layer_met3.png
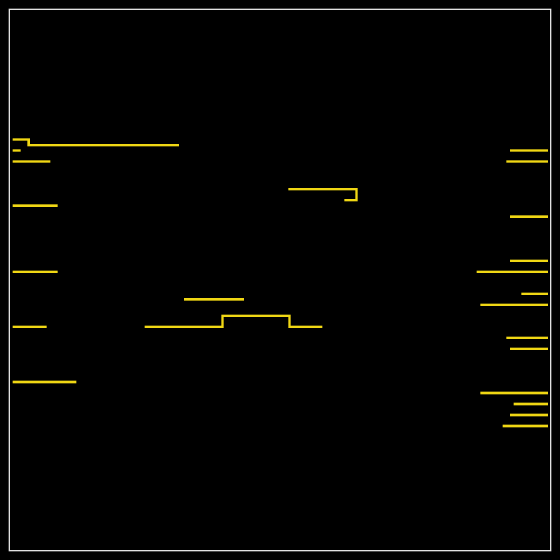
layer_met2.png
The bar under the picture is 20 µm long.
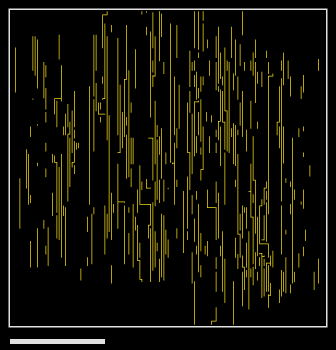
congestion.png
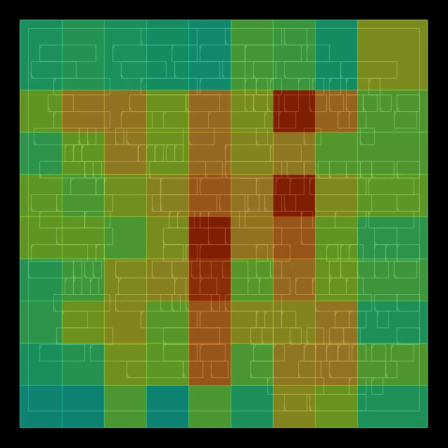
Design serial_adder, sky130hd; sources not shown.
==> impl_metrics.yaml <==
# yosys + openroad results
cells_and_area:
  seqCellArea_um2: 976
  diodes: 0
  nFillCells: 319
  syn2layout_area_growth_pct: 40.6
  layout-drive-gt1-share: 0.244
  logic_area_um2: 759
synth:
  netlist_area_um2: 1760
  async_flop_share: 1.00
  synth.top_cell.area_share: 0.556
  avgSynthCellArea_um2: 10.4
  most_common_cell: "dfrtp_1"
  yosysChipArea_um2: 1760
  yosys-top-cells-area: "dfrtp_1 56%, mux2_2 6.4%, nor2b_1 6.4%"
  yosys-stat-cells: 168
  largest_area_cell: "dfrtp_1"
  yosys_register_bits: 39
  postSynthSeqShare: 0.556
  ys_types: 23
  edf_count: 0
  netlist_instances: 168
  synth-main-ff-cell: "dfrtp_1"
  synthTopCellsByCount: "39 x dfrtp_1, 27 x nand2_1, 18 x a21oi_1, 18 x nor2b_1, 17 x o21ai_0"
  syn_nets: 190
drt:
  wl_per_cell_um: 14.6
  drt_iter0_drc: 57
  vias_per_cell: 5.25
  drc: 0
  drtPass1Iterations: 4
  ant_nets: 0
timing:
  timing.fmax_ghz: 0.710
  slew_headroom: 0.672
  skew_ps: 6.69
  worstMarginPinSlew_ps: 492
  grt_setup_unrepaired: "yes"
  finalHoldViolCount: 0
  holdWs_ps: 352
  post-route-min-period_ps: 1410
  setup_viol: 0
  drv_slew: 0
  fin_crit_sh: 0.992
status:
  status: "complete, no violations"
placement:
  gp_congestion: 0.741
  numPortBuffers: 30
critical_path:
  cp.buffers_inverters: 1
  cpPeakStageDelay_ps: 360
  critPathSlowestCell: "dfrtp_1"
  crit_fanout: 10
  cp_top_family: "flip-flops"
  path_depth: 5
  crit_required_ps: 1590
  reg2reg_depth: 5
  cp_cell_sequence: "ha_2 > nand2_4 > nor3_4 > buf_12 > mux2_2"
  rrSetupSlack_ps: 10
  cp-start-kind: "register"
  path_class: "register to register"
clocking:
  clkTransAtPathRegs_ps: 70
  cts_sinks: 39
  clockBufferDepth: 2
  insertion_delay_ps: 290
  tritoncts: "done"
  numCtsBuffers: 5
  cts-htree-levels: 2
global_route:
  grt_pass1_wl_um: 6330
  antenna_found_initial: 0
  grt_pass1_vias: 1429
  overflow: 0
  grt_max_degree: 24
power_and_ir_drop:
  leakage_uw: 0.00110
  irDropWorstVdd_mv: 1.77
  finalPower_uw: 6110
floorplan:
  core-area_um2: 4000
  fp_util: 0.439
  ioPinCount: 31
  die_area_um2: 4440
  die_x_um: 66.7
run:
  warnings: 28
  max-cap-violations: 0
min_path:
  hp-class: "primary input to async pin"
About layer_met3.png:
share of all routed wire: 4.2%
wire length on this layer: 159 µm
Vias: 1380
Routed WL: 3830 µm

About layer_met2.png:
nets with wire on the layer: 190
longest straight run: 30.6 µm
main direction: vertical
grt met2 use: 0.335

About congestion.png:
total track usage: 0.193
met3 Use GR: 0.0531

-- worst register-to-register path, stage by stage (launching register included) --
cell     delay [ps]
dfrtp_1         360
ha_2            210
nand2_4          70
nor3_4          160
buf_12          160
mux2_2          330
-- kinds of logic after synthesis --
kind of cell	share of synthesized area
simple gates	0.150
fa+ha+maj	0.0185
buf+inv	0.0299
mux	0.0641
compound gates	0.182
flops	0.556
-- per-layer routing --
layer  wire length, µm  up-vias  GRT usage
li1                  -      677          -
met1              1730      675      0.230
met2              1910       24      0.335
met3               158        4     0.0531
met4                35        0     0.0612
met5                 0        -          0
-- power by group --
part | internal [µW] | switching (µW)
registers | 1570 | 400
clock network | 381 | 366
logic | 1430 | 1950
total | 3390 | 2720
-- cell type report --
cell class / count / area share
clock inverters: 1 / 0.00203
clock buffers: 6 / 0.0335
flip-flops and latches: 39 / 0.395
multi-input cells: 118 / 0.308
inverters: 1 / 0.00152
well taps: 50 / 0.0253
repair buffers: 48 / 0.235
-- metrics by stage --
step	TNS, ps	util	cells	cell area, µm²	setup slack, ps
after detailed placement	-246	0.578	252	2310	-32.5
after global placement	0	0.578	252	2310	46.6
final	0	0.617	263	2470	12.0
after floorplan	-5.97	-	168	1770	-5.97
after CTS	0	0.610	262	2440	1.85
after global routing	-185	0.617	263	2470	-31.5
-- layout by cell type, fill, tap and decap left out, types with 3 or more instances in the layout --
cell,synthesis,layout
a22oi_1,14,14
buf_6,0,3
nor2b_1,18,17
clkbuf_8,0,6
buf_4,2,12
a21oi_1,18,18
dfrtp_1,39,39
mux2_2,10,8
nand2_1,27,26
buf_12,0,13
o21ai_0,17,17
clkdlybuf4s50_1,0,18
-- what timing repair did --
item / CTS / global route
setup endpoints to repair: 10 / 16
endpoints found under the hold margin: 19 / 0
hold buffers: 1 / 0
buffers inserted: 2 / 1
pin swaps: 0 / 0
resized: 6 / 5
No activity file was given, so power comes from the tool's default toggle rates.
